$ cat config.mk
export PLATFORM = sky130hd
export DESIGN_NAME = fetch_ctrl
export DESIGN_NICKNAME = d
export VERILOG_FILES = /design/src/rtl/fetch_pkg.sv /design/src/rtl/fetch_ctrl_imem_loader.sv /design/src/rtl/fetch_ctrl.sv
export SDC_FILE = /design/constraint.sdc
export NUM_CORES = 1
export LEC_CHECK = 0
export ABC_AREA = 0
export CELL_PAD_IN_SITES_DETAIL_PLACEMENT = 1
export CELL_PAD_IN_SITES_GLOBAL_PLACEMENT = 1
export CORE_MARGIN = 10
export CORE_UTILIZATION = 34
export CTS_CLUSTER_DIAMETER = 80
export DETAILED_ROUTE_END_ITERATION = 7
export PLACE_DENSITY = 0.8
export SYNTH_ARGS = -nofsm -noshare
export SYNTH_HDL_FRONTEND = slang
export SYNTH_SLANG_ARGS = --single-unit
$ cat constraint.sdc
create_clock -name clk -period 2.1 [get_ports clk]
set_input_delay 0.42 -clock clk [delete_from_list [all_inputs] [get_ports clk]]
set_output_delay 0.42 -clock clk [all_outputs]
set_load 0.1 [all_outputs]
$ cat src/rtl/fetch_pkg.sv
`default_nettype none
// ============================================================================
// Module   : fetch_pkg
// Purpose  : Shared state encoding and default constants for the fetch block.
// Revision : 1.0
// ============================================================================
package fetch_pkg;

  typedef enum logic [1:0] {
    ST_LOAD  = 2'b00,
    ST_RUN   = 2'b01,
    ST_HALT  = 2'b10,
    ST_FAULT = 2'b11
  } state_t;

  localparam logic [31:0] c_default_reset_pc  = 32'h0000_0000;
  localparam logic [31:0] c_default_halt_word = 32'h0010_0073;

endpackage
`default_nettype wire

$ cat src/rtl/fetch_ctrl_imem_loader.sv
`default_nettype none
// ============================================================================
// Module   : imem_loader
// Purpose  : Program-load write pointer, accept handshake and overflow detect.
// Revision : 1.0
// ============================================================================
module imem_loader #(
  parameter int unsigned ADDR_W = 10
) (
  input  logic              clk,
  input  logic              rst_n,
  input  logic              i_en,
  input  logic              i_load_valid,
  input  logic [31:0]       i_load_data,
  input  logic              i_load_last,
  output logic              o_load_ready,
  output logic              o_we,
  output logic [ADDR_W-1:0] o_addr,
  output logic [31:0]       o_wdata,
  output logic              o_load_done,
  output logic              o_load_overflow
);

  logic [ADDR_W-1:0] r_load_ptr;
  logic              w_accept;
  logic              w_ptr_full;

  // Ready is forced low for the whole time reset is held, not just after the edge.
  assign o_load_ready    = i_en & rst_n;
  assign w_accept        = i_load_valid & o_load_ready;
  assign w_ptr_full      = &r_load_ptr;

  assign o_we            = w_accept;
  assign o_addr          = r_load_ptr;
  assign o_wdata         = i_load_data;
  assign o_load_done     = w_accept & i_load_last;
  assign o_load_overflow = w_accept & ~i_load_last & w_ptr_full;

  always_ff @(posedge clk or negedge rst_n) begin
    if (!rst_n) begin
      r_load_ptr <= '0;
    end else if (w_accept) begin
      r_load_ptr <= r_load_ptr + ADDR_W'(1);
    end
  end

endmodule
`default_nettype wire

$ cat src/rtl/fetch_ctrl.sv
`default_nettype none
// ============================================================================
// Module   : fetch_ctrl
// Purpose  : Loads the instruction memory, then fetches one word per cycle.
// Revision : 1.0
// ============================================================================
module fetch_ctrl
  import fetch_pkg::*;
#(
  parameter int unsigned ADDR_W    = 10,
  parameter logic [31:0] RESET_PC  = c_default_reset_pc,
  parameter logic [31:0] HALT_WORD = c_default_halt_word
) (
  input  logic              clk,
  input  logic              rst_n,
  input  logic              load_valid,
  input  logic [31:0]       load_data,
  input  logic              load_last,
  output logic              load_ready,
  output logic              imem_we,
  output logic [ADDR_W-1:0] imem_addr,
  output logic [31:0]       imem_wdata,
  input  logic [31:0]       imem_rdata,
  input  logic              stall,
  input  logic              redirect_valid,
  input  logic [31:0]       redirect_pc,
  output logic [31:0]       instr,
  output logic [31:0]       instr_pc,
  output logic              instr_valid,
  output logic              halted,
  output logic              fault
);

  state_t            r_state;
  logic [31:0]       r_pc;
  logic [31:0]       r_instr;
  logic [31:0]       r_instr_pc;
  logic              r_instr_valid;
  logic              r_halted;
  logic              r_fault;

  logic              w_load_en;
  logic              w_ld_we;
  logic [ADDR_W-1:0] w_ld_addr;
  logic              w_load_done;
  logic              w_load_overflow;
  logic              w_pc_out_of_range;

  assign w_load_en = (r_state == ST_LOAD);

  imem_loader #(
    .ADDR_W (ADDR_W)
  ) u_loader (
    .clk             (clk),
    .rst_n           (rst_n),
    .i_en            (w_load_en),
    .i_load_valid    (load_valid),
    .i_load_data     (load_data),
    .i_load_last     (load_last),
    .o_load_ready    (load_ready),
    .o_we            (w_ld_we),
    .o_addr          (w_ld_addr),
    .o_wdata         (imem_wdata),
    .o_load_done     (w_load_done),
    .o_load_overflow (w_load_overflow)
  );

  assign imem_we           = w_ld_we;
  assign imem_addr         = w_load_en ? w_ld_addr : r_pc[ADDR_W+1:2];
  assign w_pc_out_of_range = (r_pc[31:ADDR_W+2] != '0);

  assign instr       = r_instr;
  assign instr_pc    = r_instr_pc;
  assign instr_valid = r_instr_valid;
  assign halted      = r_halted;
  assign fault       = r_fault;

  always_ff @(posedge clk or negedge rst_n) begin
    if (!rst_n) begin
      r_state       <= ST_LOAD;
      r_pc          <= RESET_PC;
      r_instr       <= '0;
      r_instr_pc    <= '0;
      r_instr_valid <= 1'b0;
      r_halted      <= 1'b0;
      r_fault       <= 1'b0;
    end else begin
      case (r_state)
        ST_LOAD: begin
          r_instr_valid <= 1'b0;
          if (w_load_done) begin
            r_state <= ST_RUN;
            r_pc    <= RESET_PC;
          end else if (w_load_overflow) begin
            r_state <= ST_FAULT;
            r_fault <= 1'b1;
          end
        end
        ST_RUN: begin
          // Redirect outranks stall so a taken branch always flushes the slot.
          if (redirect_valid) begin
            r_instr_valid <= 1'b0;
            if (redirect_pc[1:0] != 2'b00) begin
              r_state <= ST_FAULT;
              r_fault <= 1'b1;
            end else begin
              r_pc <= redirect_pc;
            end
          end else if (w_pc_out_of_range) begin
            r_instr_valid <= 1'b0;
            r_state       <= ST_FAULT;
            r_fault       <= 1'b1;
          end else if (!stall) begin
            r_instr       <= imem_rdata;
            r_instr_pc    <= r_pc;
            r_instr_valid <= 1'b1;
            if (imem_rdata == HALT_WORD) begin
              r_state  <= ST_HALT;
              r_halted <= 1'b1;
            end else begin
              r_pc <= r_pc + 32'd4;
            end
          end
        end
        ST_HALT: begin
          if (!stall) begin
            r_instr_valid <= 1'b0;
          end
        end
        default: begin
          r_instr_valid <= 1'b0;
        end
      endcase
    end
  end

endmodule
`default_nettype wire

==> flow_metrics.py, run 1 <==
# Synthesis and PnR figures
metrics = {
    "timing": {
        "worst_slack_ps": 18.2,
        "finalSetupTns_ps": 0,
        "hold_viol": 0,
        "rsz0062_at_grt": "true",
        "worst_clock_skew_ps": 14.3,
        "slew_violations": 0,
        "worst_slew_pin_slew_ps": 704,
        "setup-violations-final": 0,
    },
    "logic_synthesis": {
        "ys_sh_adder_pct": 0.463,
        "top_cell": "dfrtp_1",
        "ys_ff": 111,
        "netlist_area_um2": 5410,
        "fp_nets": 543,
        "ys_async_sr_fraction_pct": 100,
        "top_cell_area_share_pct": 51.4,
        "yosys-stat-area_um2": 5410,
        "ys_cells": 439,
        "mux_area_share_pct": 14.4,
        "common_cells": "dfrtp_1 (111), mux2_4 (40), nand2_1 (35), buf_4 (33), nor2b_1 (21)",
        "syn_inst": 439,
        "synth-edff-count": 0,
        "synth_area_per_cell_um2": 12.3,
    },
    "clocking": {
        "cts.reportedPaths.clkPinSlew_ps": 80,
        "clock-sinks": 111,
        "h-tree-depth": 3,
        "insertion_delay_ps": 350,
        "ctsHoldBuffers": 0,
    },
    "global_route": {
        "grt_max_degree": 53,
        "grt_pass1_wl_um": 27700,
        "antenna_found_initial": 0,
        "gr-total-overflow": 0,
    },
    "setup_path": {
        "r2r.worst_path.cells": 6,
        "rr_endpoint": "instr[29]$_DFFE_PN0P_",
        "cp_max_fo": 13,
        "r2r_slack_ps": 20,
        "path_depth": 6,
        "cp-endpoint": "instr[29]$_DFFE_PN0P_",
        "crit_slowest_cell": "dfrtp_2",
        "path_buffers": 1,
        "start_kind": "flip-flop",
        "cp_top_family": "simple AND/OR/NAND/NOR gates",
        "end_kind": "flip-flop",
        "crit_arrival_ps": 2320,
    },
    "die": {
        "placement_rows": 46,
        "die_y_um": 146,
        "ios": 213,
        "fp_util_pct": 34.4,
        "dieArea_um2": 21400,
    },
    "pwr": {
        "switching_share_pct": 23.1,
        "switching_power_uw": 991,
        "internal_power_mw": 3.30,
        "p_per_area_nw_per_um2": 551,
        "power_leader": "sequential cells",
        "power.leakage_nw": 3.62,
        "power_mw": 4.29,
        "comb_power_share_pct": 8.1,
    },
    "routing": {
        "drc": 0,
        "drt_iter0_markers": 179,
        "postRouteAntennaNets": 0,
        "first_pass_iters": 4,
    },
    "outcome": {
        "status": "complete, no violations",
    },
    "place": {
        "placed_area_um2": 7220,
        "portBuffers": 148,
        "dpl_worst_slack_ps": -441,
    },
    "finish": {
        "final_core_util_pct": 49.6,
        "fin_area_um2": 7800,
        "drive_above_1_share_pct": 40.0,
        "n_antenna_cell": 0,
    },
    "hold_path": {
        "hold_path_class": "in2async",
    },
    "run": {
        "maxCapViolations": 0,
        "warnings": 27,
    },
}
-- run 1: layer usage --
layer	global-route usage [%]	vias to the layer above	part of all wire [%]
li1	-	1912	-
met1	18.1	2168	40
met2	28.6	123	52
met3	4.94	25	5.8
met4	4.95	0	1.7
met5	0	-	0
-- run 1: flip-flops by register name, summed over array words and instances, names as in the netlist --
register	cells
instr	32
instr_pc	32
r_pc	32
u_loader.o_addr	10
r_state	2
fault	1
halted	1
instr_valid	1
-- run 1: cell type report --
type	count	area, um2	area share (%)
clock buffer	11	243	3.11
clock inverter	5	66.3	0.850
inverter	6	22.5	0.289
multi-input combinational	271	2340	30.1
sequential	111	2780	35.7
tap	216	270	3.46
timing repair buffer	216	2070	26.5
-- run 1: cells in the final DEF (no fill, tap or decap), types with 4 or more instances in the layout --
| master | instances |
|---|---|
| buf_4 | 124 |
| dfrtp_1 | 107 |
| clkdlybuf4s50_1 | 68 |
| mux2_4 | 50 |
| nand2_1 | 35 |
| nor2b_1 | 21 |
| buf_12 | 20 |
| a22o_1 | 15 |
| nor2_1 | 12 |
| nand3_1 | 11 |
| clkbuf_16 | 10 |
| nand4_1 | 9 |
| a21oi_1 | 9 |
| o21ai_1 | 9 |
| nor4_2 | 8 |
| nor4_1 | 7 |
| nor3_1 | 7 |
| mux2_2 | 6 |
| xnor2_1 | 6 |
| inv_1 | 6 |
| o31ai_1 | 5 |
| o21ai_0 | 4 |
| o311ai_1 | 4 |
| dfrtp_2 | 4 |
-- run 1: what timing repair did --
| action | CTS | global route |
|---|---|---|
| endpoints found under the setup margin | 87 | 89 |
| setup buffers | 3 | 9 |
| gates cloned | 1 | 1 |
| pin swaps | 1 | 10 |
| gates resized | 9 | 28 |
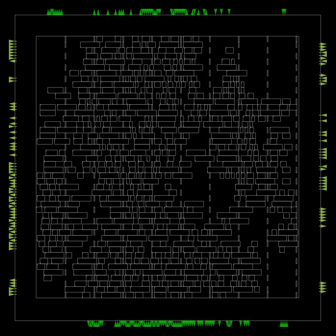
(run_1/placement.png)
Flops: 111
sequential share of cell area: 35.7%
core area: 15700 um2
Finished Layout Cells: 836
# fillers: 1635

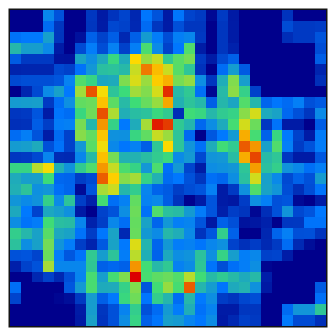
(run_1/metal_density.png)
The die is cut into 29 by 29 equal tiles; dark blue is low, red is high, scaled to the fullest tile. Values are wire area over tile area, all layers added.
- fullest tile: 0.50
- nearly empty tiles: 15%
- mean over tiles: 0.13
- tiles over half the peak: 14%
WL/cell: 21.5 um
Vias: 4228
Post-Route WL: 18000 um
GRT Resource Usage Total: 16.1%

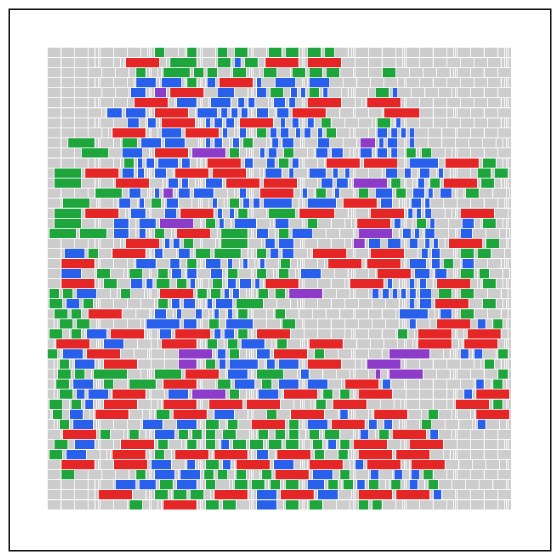
(run_1/placement_by_type.png)
Fill, decap, tap and diode cells in gray.
- red: flops (cells 111)
- blue: combinational and other logic (cells 277)
- green: other buffers and delay cells (cells 216)
- purple: clock drivers and dummy loads (cells 16)

==> run_1/io_fan.png <==
Bar = 50 um.
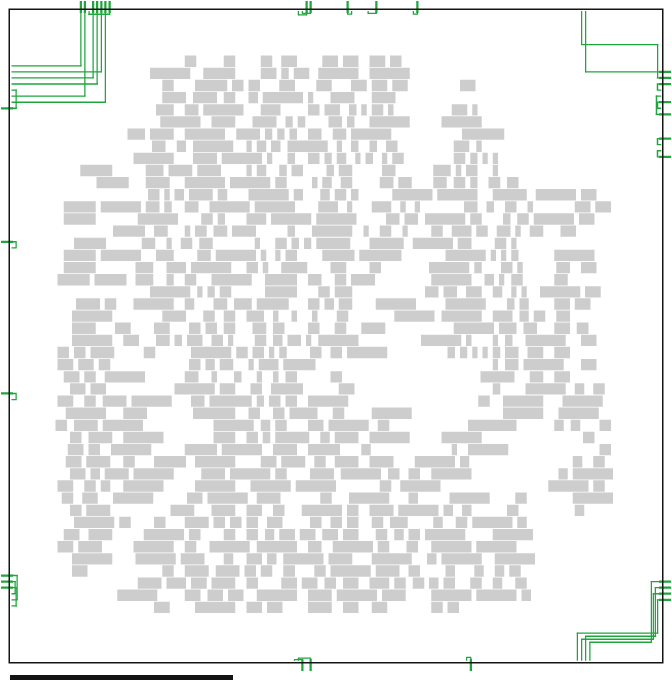

==> run 1 -> run 2 <==
- MAX_ROUTING_LAYER: unset -> met4
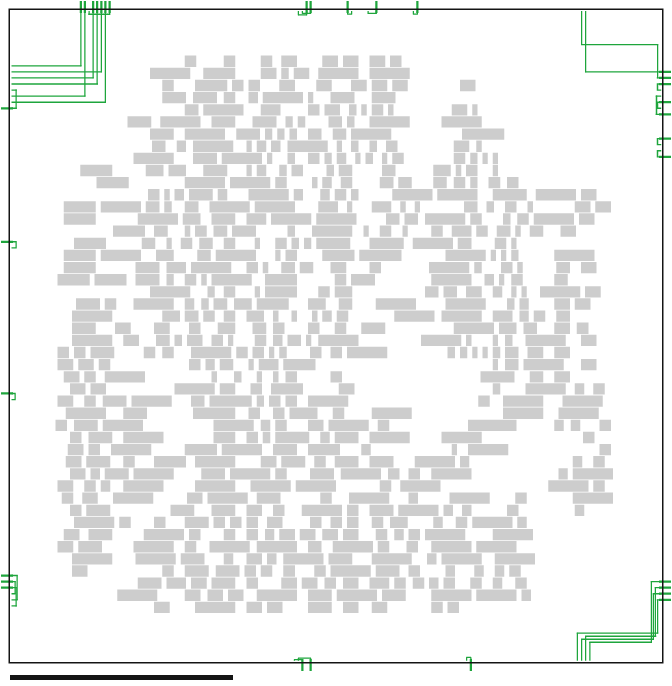
(run_2/io_fan.png)
Bar = 50 um.
- green: imem_wdata (bits 32; direction output; end cells 0; buffers 0; wire 476 um)

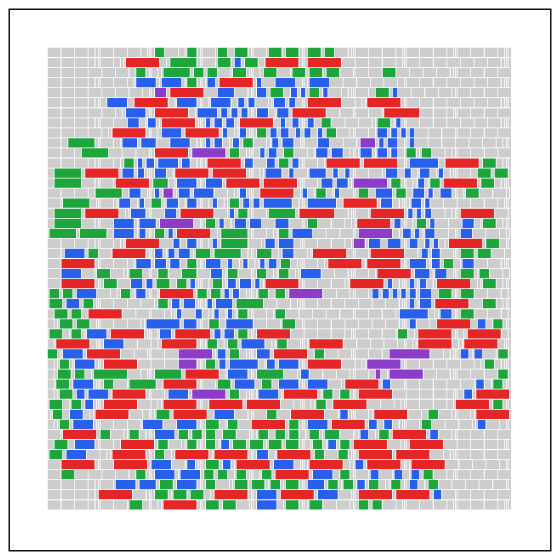
(run_2/placement_by_type.png)
Fill, decap, tap and diode cells in gray.
- green: other buffers and delay cells (cells 216)
- purple: clock drivers and dummy loads (cells 16)
- blue: combinational and other logic (cells 277)
- red: flops (cells 111)

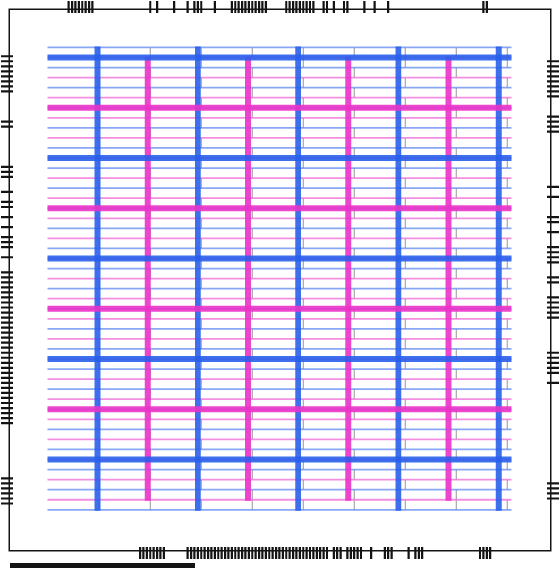
(run_2/power_grid.png)
Bar = 50 um. Pins as bars on the die edge. Tap cells in gray.
- blue: VSS
- magenta: VDD
- signal pins: 213
- met1 rails: 47
- rows: 46

==> flow_metrics.py, run 2 <==
# Synthesis and PnR figures
metrics = {
    "outcome": {
        "status": "complete, no violations",
    },
    "die": {
        "fp_util_pct": 34.4,
        "ios": 213,
        "dieArea_um2": 21400,
        "die_y_um": 146,
        "placement_rows": 46,
        "core_um2": 15700,
    },
    "global_route": {
        "antenna_found_initial": 0,
        "gr-total-overflow": 0,
        "grt_pass1_wl_um": 27600,
        "track_usage_pct": 16.6,
        "grt_max_degree": 53,
    },
    "logic_synthesis": {
        "ys_async_sr_fraction_pct": 100,
        "fp_nets": 543,
        "ys_seq_share_pct": 51.4,
        "top_cell": "dfrtp_1",
        "top_cell_area_share_pct": 51.4,
        "synth_cell_types": 58,
        "syn_inst": 439,
        "synth_area_per_cell_um2": 12.3,
        "yosys-stat-area_um2": 5410,
        "netlist_area_um2": 5410,
        "common_cells": "dfrtp_1 (111), mux2_4 (40), nand2_1 (35), buf_4 (33), nor2b_1 (21)",
        "ys_cells": 439,
        "ys_ff": 111,
        "synth-edff-count": 0,
    },
    "run": {
        "warnings": 27,
        "maxCapViolations": 0,
    },
    "finish": {
        "drive_above_1_share_pct": 39.8,
        "stdcell_count": 836,
        "fin_area_um2": 7800,
        "final_cell_mix": "buf_4 (122), dfrtp_1 (107), clkdlybuf4s50_1 (68)",
        "n_antenna_cell": 0,
        "num-fill-cells": 1630,
        "lay_top_count": "buf_4",
    },
    "clocking": {
        "h-tree-depth": 3,
        "cts.reportedPaths.clkPinSlew_ps": 70,
        "insertion_delay_ps": 350,
        "clock-sinks": 111,
        "ctsHoldBuffers": 0,
    },
    "setup_path": {
        "r2r.worst_path.cells": 6,
        "cp_max_fo": 6,
        "r2r_slack_ps": 20,
        "path_buffers": 2,
        "crit_arrival_ps": 1680,
        "cp-endpoint": "imem_addr[9]",
        "cp_top_family": "flip-flops",
        "end_kind": "primary output",
        "crit_slowest_cell": "dfrtp_2",
        "path_depth": 4,
    },
    "timing": {
        "hold_viol": 0,
        "slew_violations": 0,
        "worst_slew_pin_slew_ps": 697,
        "worst_slack_ps": 3.41,
        "setup-violations-final": 0,
        "worst_clock_skew_ps": 13.5,
        "finalSetupTns_ps": 0,
        "rsz0062_at_grt": "true",
    },
    "routing": {
        "wl_um": 17800,
        "first_pass_iters": 4,
        "vias": 4219,
        "postRouteAntennaNets": 0,
        "drc": 0,
        "drt_iter0_markers": 240,
    },
    "pwr": {
        "p_per_area_nw_per_um2": 550,
        "power_mw": 4.29,
        "power.leakage_nw": 3.62,
    },
    "place": {
        "portBuffers": 148,
        "dpl_worst_slack_ps": -441,
    },
    "hold_path": {
        "hold_path_class": "in2async",
    },
}
-- run 2: logic make-up (layout without fill, tap and decap cells) --
logic type                 Yosys count  after routing  synth area share [%]
AOI/OAI and AO/OA                   70             70                  9.95
adders and majority gates            2              2                 0.463
muxes                               56             56                  14.4
and+or+nand+nor                    134            134                  14.5
buffers and inverters               57            238                  7.82
DFF                                111            111                  51.4
xor gates and xnor gates             9              9                  1.46
-- run 2: final cells by class --
cell class | count | area [um2] | area share [%]
multi-input combinational | 271 | 2340 | 30.0
sequential | 111 | 2780 | 35.7
clock inverter | 5 | 66.3 | 0.850
timing repair buffer | 216 | 2080 | 26.6
inverter | 6 | 22.5 | 0.289
clock buffer | 11 | 243 | 3.11
tap | 216 | 270 | 3.46
-- run 2: stage by stage --
stage | hold slack [ps] | utilization (%)
floorplan | 124 | -
CTS | 116 | 48.3
global route | 129 | 49.7
finish | 125 | 49.7
global placement | 457 | 45.9
detailed placement | 468 | 45.9
-- run 2: timing repair --
action | CTS | global route
gates resized | 9 | 30
endpoints found under the setup margin | 87 | 89
gates cloned | 1 | 1
buffers inserted | 3 | 9
pin swaps | 1 | 10
-- run 2: metal layers --
metal | vias up | track usage (%) | wire [um] | part of all wire (%)
met4 | 0 | 4.95 | 289 | 1.6
met1 | 2148 | 18.5 | 7370 | 41
met3 | 24 | 4.23 | 911 | 5.1
met5 | - | - | 0 | 0
li1 | 1914 | - | - | -
met2 | 133 | 28.6 | 9240 | 52
-- run 2: report_power, final --
group          internal, mW  switching [mW]
combinational         0.190           0.161
clock                 0.973           0.821
sequential             2.14         0.00701
Power and IR drop assume default switching activity.
